**src/rtl/m72_pkg.sv**
```systemverilog
// Shared definitions for the M72 SDRAM arbitration slice.
//   arb_state_e : arbiter FSM states (also exported on the debug port)
//   SDR_AW/SDR_DW : default SDRAM word-address / data widths
//   rr_next()   : round-robin pointer advance with wrap at nreq
package m72_pkg;

  typedef enum logic [1:0] {
    ARB_IDLE  = 2'd0,
    ARB_ISSUE = 2'd1,
    ARB_WAIT  = 2'd2,
    ARB_DONE  = 2'd3
  } arb_state_e;

  localparam int SDR_AW = 24;
  localparam int SDR_DW = 16;

  // Next search start after serving idx: idx+1, wrapping to 0 at nreq.
  function automatic logic [1:0] rr_next(input logic [1:0] idx, input int nreq);
    if (int'(idx) + 1 >= nreq) return 2'd0;
    return idx + 2'd1;
  endfunction

endpackage

```
**src/rtl/m72_rr_pick.sv**
```systemverilog
// Combinational round-robin first-set finder.
//   pend   in  NREQ  pending request vector
//   rr_ptr in  2     index to start searching from (upward, mod NREQ)
//   grant  out 2     first pending index at or after rr_ptr
//   any    out 1     at least one request pending
module m72_rr_pick
  import m72_pkg::*;
#(
  parameter int NREQ = 3
) (
  input  logic [NREQ-1:0] pend,
  input  logic [1:0]      rr_ptr,
  output logic [1:0]      grant,
  output logic            any
);

  int idx;

  // Walk offsets from farthest to nearest so the nearest pending index wins.
  always_comb begin
    grant = 2'd0;
    idx   = 0;
    any   = |pend;
    for (int k = NREQ - 1; k >= 0; k--) begin
      idx = (int'(rr_ptr) + k) % NREQ;
      if (pend[idx]) grant = idx[1:0];
    end
  end

endmodule

```
**src/rtl/m72_sdr_arbiter.sv**
```systemverilog
// Shares one toggle-handshake SDRAM port between NREQ requesters
// (port 0 = main CPU, then audio Z80 ROM, sample ROM). Round-robin grant,
// one SDRAM transaction in flight, read data registered and returned on a
// shared rq_dout tagged by rq_owner.
//
// Handshake (both sides): a port is pending when its req toggle differs from
// its ack toggle; the responder completes it by toggling ack back to equality.
// Requesters hold addr/wr_sel/din stable while pending and sample rq_dout on
// seeing their rq_ack bit toggle.
//
// Ports:
//   CLK_32M, reset_n (async, active-low)
//   rq_req/rq_ack      per-requester toggle handshake
//   rq_addr/rq_wr_sel/rq_din  per-requester request payload (slice i)
//   rq_dout, rq_owner  result data and index of its owner
//   sdr_req/sdr_ack, sdr_addr/sdr_wr_sel/sdr_din/sdr_dout  SDRAM port
//   busy               SDRAM transaction in flight
//   dbg_state          current FSM state
module m72_sdr_arbiter
  import m72_pkg::*;
#(
  parameter int NREQ = 3,
  parameter int AW   = SDR_AW,
  parameter int DW   = SDR_DW
) (
  input  logic              CLK_32M,
  input  logic              reset_n,
  input  logic [NREQ-1:0]   rq_req,
  output logic [NREQ-1:0]   rq_ack,
  input  logic [NREQ*AW-1:0] rq_addr,
  input  logic [NREQ*2-1:0] rq_wr_sel,
  input  logic [NREQ*DW-1:0] rq_din,
  output logic [DW-1:0]     rq_dout,
  output logic [1:0]        rq_owner,
  output logic              sdr_req,
  input  logic              sdr_ack,
  output logic [AW-1:0]     sdr_addr,
  output logic [1:0]        sdr_wr_sel,
  output logic [DW-1:0]     sdr_din,
  input  logic [DW-1:0]     sdr_dout,
  output logic              busy,
  output arb_state_e        dbg_state
);

  arb_state_e      state_q, state_d;
  logic [NREQ-1:0] rq_ack_q, rq_ack_d;
  logic [1:0]      owner_q, owner_d;
  logic [1:0]      rr_ptr_q, rr_ptr_d;
  logic            sdr_req_q, sdr_req_d;
  logic [AW-1:0]   sdr_addr_q, sdr_addr_d;
  logic [1:0]      sdr_wr_sel_q, sdr_wr_sel_d;
  logic [DW-1:0]   sdr_din_q, sdr_din_d;
  logic [DW-1:0]   rq_dout_q, rq_dout_d;
  logic            busy_q, busy_d;

  logic [NREQ-1:0] pend;
  logic [1:0]      pick_idx;
  logic            pick_any;
  logic [AW-1:0]   sel_addr;
  logic [1:0]      sel_wr_sel;
  logic [DW-1:0]   sel_din;

  assign pend = rq_req ^ rq_ack_q;

  m72_rr_pick #(.NREQ(NREQ)) u_pick (
    .pend   (pend),
    .rr_ptr (rr_ptr_q),
    .grant  (pick_idx),
    .any    (pick_any)
  );

  // Payload of the latched owner.
  always_comb begin
    sel_addr   = '0;
    sel_wr_sel = '0;
    sel_din    = '0;
    for (int i = 0; i < NREQ; i++) begin
      if (owner_q == i[1:0]) begin
        sel_addr   = rq_addr[i*AW +: AW];
        sel_wr_sel = rq_wr_sel[i*2 +: 2];
        sel_din    = rq_din[i*DW +: DW];
      end
    end
  end

  always_comb begin
    state_d      = state_q;
    rq_ack_d     = rq_ack_q;
    owner_d      = owner_q;
    rr_ptr_d     = rr_ptr_q;
    sdr_req_d    = sdr_req_q;
    sdr_addr_d   = sdr_addr_q;
    sdr_wr_sel_d = sdr_wr_sel_q;
    sdr_din_d    = sdr_din_q;
    rq_dout_d    = rq_dout_q;
    busy_d       = busy_q;
    case (state_q)
      ARB_IDLE: begin
        // New arrivals are only arbitrated here, never mid-transaction.
        if (pick_any) begin
          owner_d = pick_idx;
          state_d = ARB_ISSUE;
        end
      end
      ARB_ISSUE: begin
        sdr_addr_d   = sel_addr;
        sdr_wr_sel_d = sel_wr_sel;
        sdr_din_d    = sel_din;
        sdr_req_d    = ~sdr_req_q;
        busy_d       = 1'b1;
        state_d      = ARB_WAIT;
      end
      ARB_WAIT: begin
        // Captured on writes too; the owner simply ignores it.
        if (sdr_ack == sdr_req_q) begin
          rq_dout_d = sdr_dout;
          state_d   = ARB_DONE;
        end
      end
      ARB_DONE: begin
        for (int i = 0; i < NREQ; i++) begin
          if (owner_q == i[1:0]) rq_ack_d[i] = ~rq_ack_q[i];
        end
        // Start the next search past the winner so a re-request cannot win twice.
        rr_ptr_d = rr_next(owner_q, NREQ);
        busy_d   = 1'b0;
        state_d  = ARB_IDLE;
      end
      default: state_d = ARB_IDLE;
    endcase
  end

  always_ff @(posedge CLK_32M or negedge reset_n) begin
    if (!reset_n) begin
      state_q      <= ARB_IDLE;
      rq_ack_q     <= '0;
      owner_q      <= 2'd0;
      rr_ptr_q     <= 2'd0;
      sdr_req_q    <= 1'b0;
      sdr_addr_q   <= '0;
      sdr_wr_sel_q <= 2'b00;
      sdr_din_q    <= '0;
      rq_dout_q    <= '0;
      busy_q       <= 1'b0;
    end else begin
      state_q      <= state_d;
      rq_ack_q     <= rq_ack_d;
      owner_q      <= owner_d;
      rr_ptr_q     <= rr_ptr_d;
      sdr_req_q    <= sdr_req_d;
      sdr_addr_q   <= sdr_addr_d;
      sdr_wr_sel_q <= sdr_wr_sel_d;
      sdr_din_q    <= sdr_din_d;
      rq_dout_q    <= rq_dout_d;
      busy_q       <= busy_d;
    end
  end

  assign rq_ack     = rq_ack_q;
  assign rq_dout    = rq_dout_q;
  assign rq_owner   = owner_q;
  assign sdr_req    = sdr_req_q;
  assign sdr_addr   = sdr_addr_q;
  assign sdr_wr_sel = sdr_wr_sel_q;
  assign sdr_din    = sdr_din_q;
  assign busy       = busy_q;
  assign dbg_state  = state_q;

endmodule

```
**config.mk**
```make
export PLATFORM = sky130hd
export DESIGN_NAME = m72_sdr_arbiter
export DESIGN_NICKNAME = d
export VERILOG_FILES = /design/src/rtl/m72_pkg.sv /design/src/rtl/m72_rr_pick.sv /design/src/rtl/m72_sdr_arbiter.sv
export SDC_FILE = /design/constraint.sdc
export NUM_CORES = 1
export LEC_CHECK = 0
export ABC_AREA = 0
export CAP_MARGIN = 10
export CORE_UTILIZATION = 39
export DETAILED_ROUTE_END_ITERATION = 16
export PLACE_DENSITY = 0.92
export SYNTH_ARGS = -nofsm -noshare
export SYNTH_HDL_FRONTEND = slang
export SYNTH_HIERARCHICAL = 1
export SYNTH_SLANG_ARGS = --single-unit
```
**constraint.sdc**
```tcl
create_clock -name CLK_32M -period 3.5 [get_ports CLK_32M]
set_clock_uncertainty 0.05 [all_clocks]
set_input_delay 0.525 -clock CLK_32M [delete_from_list [all_inputs] [get_ports CLK_32M]]
set_output_delay 0.525 -clock CLK_32M [all_outputs]
set_load 0.05 [all_outputs]
```
Placed standard cells:
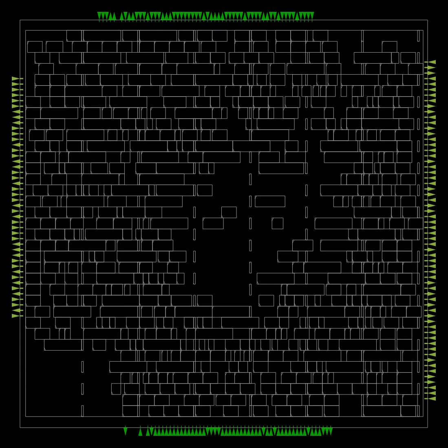
well-tap cell count: 129
sequential share of cell area: 27.89%
Post-Route Utilization: 66.43%
non-filler instance count after layout: 713
Std-Cell Rows: 35

==> flow_metrics.py <==
# Auto-generated metrics
metrics = {
    "floorplan": {
        "ios": 215,
        "fp_util_pct": 40.54,
        "core_area_mm2": 0.009328,
    },
    "worst_setup_path": {
        "crit_required_ns": 2.92,
        "critPathBufInv": 1,
        "criticalPathCategory": "flip-flop to output pin",
    },
    "power": {
        "p_comb_share_pct": 63.6,
        "p_leak_nw": 2.542,
        "ir_worst_vdd_uv": 732.7,
        "intPower_mw": 3.131,
        "clockPowerShare_pct": 11.8,
    },
    "placement": {
        "pre_cts_slack_ns": 0.9608,
        "place_inst": 697,
    },
    "global_routing": {
        "antenna_found_initial": 0,
        "first_global_vias": 3620,
        "grt_max_degree": 49,
        "grt_pass1_wl_mm": 17.69,
    },
    "drt": {
        "firstDrtPassIters": 4,
        "remaining_drc_errors": 0,
        "via_per_inst": 4.965,
        "via_count": 3540,
    },
    "timing": {
        "setup_viol": 0,
        "rsz0062_at_grt": "false",
        "tns_ns": 0,
        "slew_headroom_pct": 33.08,
        "worst_slew_pin_slew_ns": 1.002,
    },
    "clock_tree": {
        "post_cts_buffers": 0,
        "clock-root-buffer": "clkbuf_8",
        "ctsHoldBuffers": 0,
        "clk_latency_ns": 0.33,
        "clock_sinks": 69,
    },
    "job": {
        "warnings": 32,
    },
    "logic_synthesis": {
        "flop_cell": "dfrtp_1",
        "async_flop_share_pct": 100.0,
        "synthesis.nets": 532,
        "yosys_cells": 376,
    },
    "hold_path": {
        "hp-class": "primary input to async pin",
    },
    "status": {
        "status": "finished clean",
    },
    "finish": {
        "syn2layout_area_growth_pct": 63.86,
    },
}
Register map, names as in the netlist:
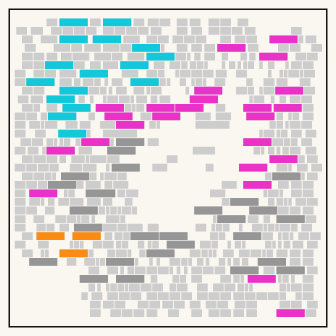
name in the netlist	colour	sequential cells
rq_dout	cyan	16
rq_ack	orange	3
sdr_addr	magenta	24
not coloured	26
P_seq: 1.51 mW
Seq. cell area: 0.001728 mm2

## final timing paths
path | startpoint | to | slack [ns] | depth (start not counted)
max | rq_owner[0] | rq_owner[0] | 0.73 | 1
min | reset_n | sdr_addr[9] | 0.22 | 1
max reg2reg | rq_owner[0] | rq_ack[1] | 1.10 | 3
min reg2reg | busy | busy | 0.47 | 2
max in group asynchronous | reset_n | rq_owner[1] | 2.36 | 2
min in group CLK_32M | busy | busy | 0.47 | 2
## layer usage
metal | global-route usage (%) | up-vias | wire [um]
li1 | - | 1681 | -
met1 | 26.38 | 1686 | 4651
met2 | 40.83 | 153 | 5759
met3 | 4.854 | 20 | 683
met4 | 6.466 | 0 | 197
met5 | 0 | - | 0
## state kept, by name, summed over array words and instances (netlist names), 2 cells and up
register	flops
dbg_state	2
rq_ack	3
rq_dout	16
rq_owner	2
rr_ptr_q	2
sdr_addr	24
sdr_din	16
sdr_wr_sel	2
## stage by stage
stage | utilization [%] | area, um2
CTS | 66.43 | 6196
detailed placement | 64.05 | 5974
global route | 66.43 | 6196
finish | 66.43 | 6196
global placement | 64.05 | 5974
floorplan | - | 3781
## cell families (layout without fill, tap and decap cells)
| logic type | after synthesis | in the layout | share of synthesized area, % |
|---|---|---|---|
| AOI/OAI and AO/OA | 54 | 54 | 9.265 |
| xor gates and xnor gates | 8 | 8 | 1.853 |
| adders and majority gates | 8 | 8 | 2.647 |
| buffers and inverters | 35 | 243 | 5.195 |
| DFF | 69 | 69 | 45.67 |
| muxes | 61 | 61 | 17.77 |
| and+or+nand+nor | 141 | 141 | 17.60 |
## power by group through the flow
stage          sequential (mW)  combinational [mW]  clock, mW
6_report                  1.51                3.92      0.725
5_1_grt                   1.56                4.14      0.780
4_1_cts                   1.51                3.94      0.743
3_5_place_dp              1.52                3.93          0
3_3_place_gp              1.49                3.82          0
2_1_floorplan             2.80                1.36          0
## layout by cell type (no fill, tap or decap), types with 3 or more instances in the layout
master,count
clkdlybuf4s50_1,213
o21ai_0,3
ha_1,7
nand2_1,44
a31oi_1,42
mux2_4,10
clkbuf_8,9
mux2_2,9
buf_4,4
mux2i_1,42
xor2_1,6
inv_1,8
dfrtp_1,68
or2_2,42
nor2_1,44
## synth_stat cells (all sizes together), types with 3 or more instances
cell type | instances | area (um2)
dfrtp | 69 | 1727
a31oi | 42 | 262.8
o21ai | 4 | 20.01
mux2 | 19 | 251.5
nor2b | 3 | 18.77
mux2i | 42 | 420.4
clkbuf | 15 | 57.55
nor2 | 44 | 165.2
inv | 8 | 30.03
ha | 8 | 100.1
or2 | 43 | 269.0
nand2 | 44 | 165.2
xor2 | 6 | 52.55
buf | 12 | 108.9
## layout make-up
type | count | area, um2
multi-input cells | 272 | 1868
inverters | 8 | 30.03
clock buffers | 9 | 123.9
flip-flops and latches | 69 | 1728
repair buffers | 219 | 2187
clock inverters | 7 | 97.59
well taps | 129 | 161.4
fillers | 735 | 3132
Power and IR drop assume default switching activity.
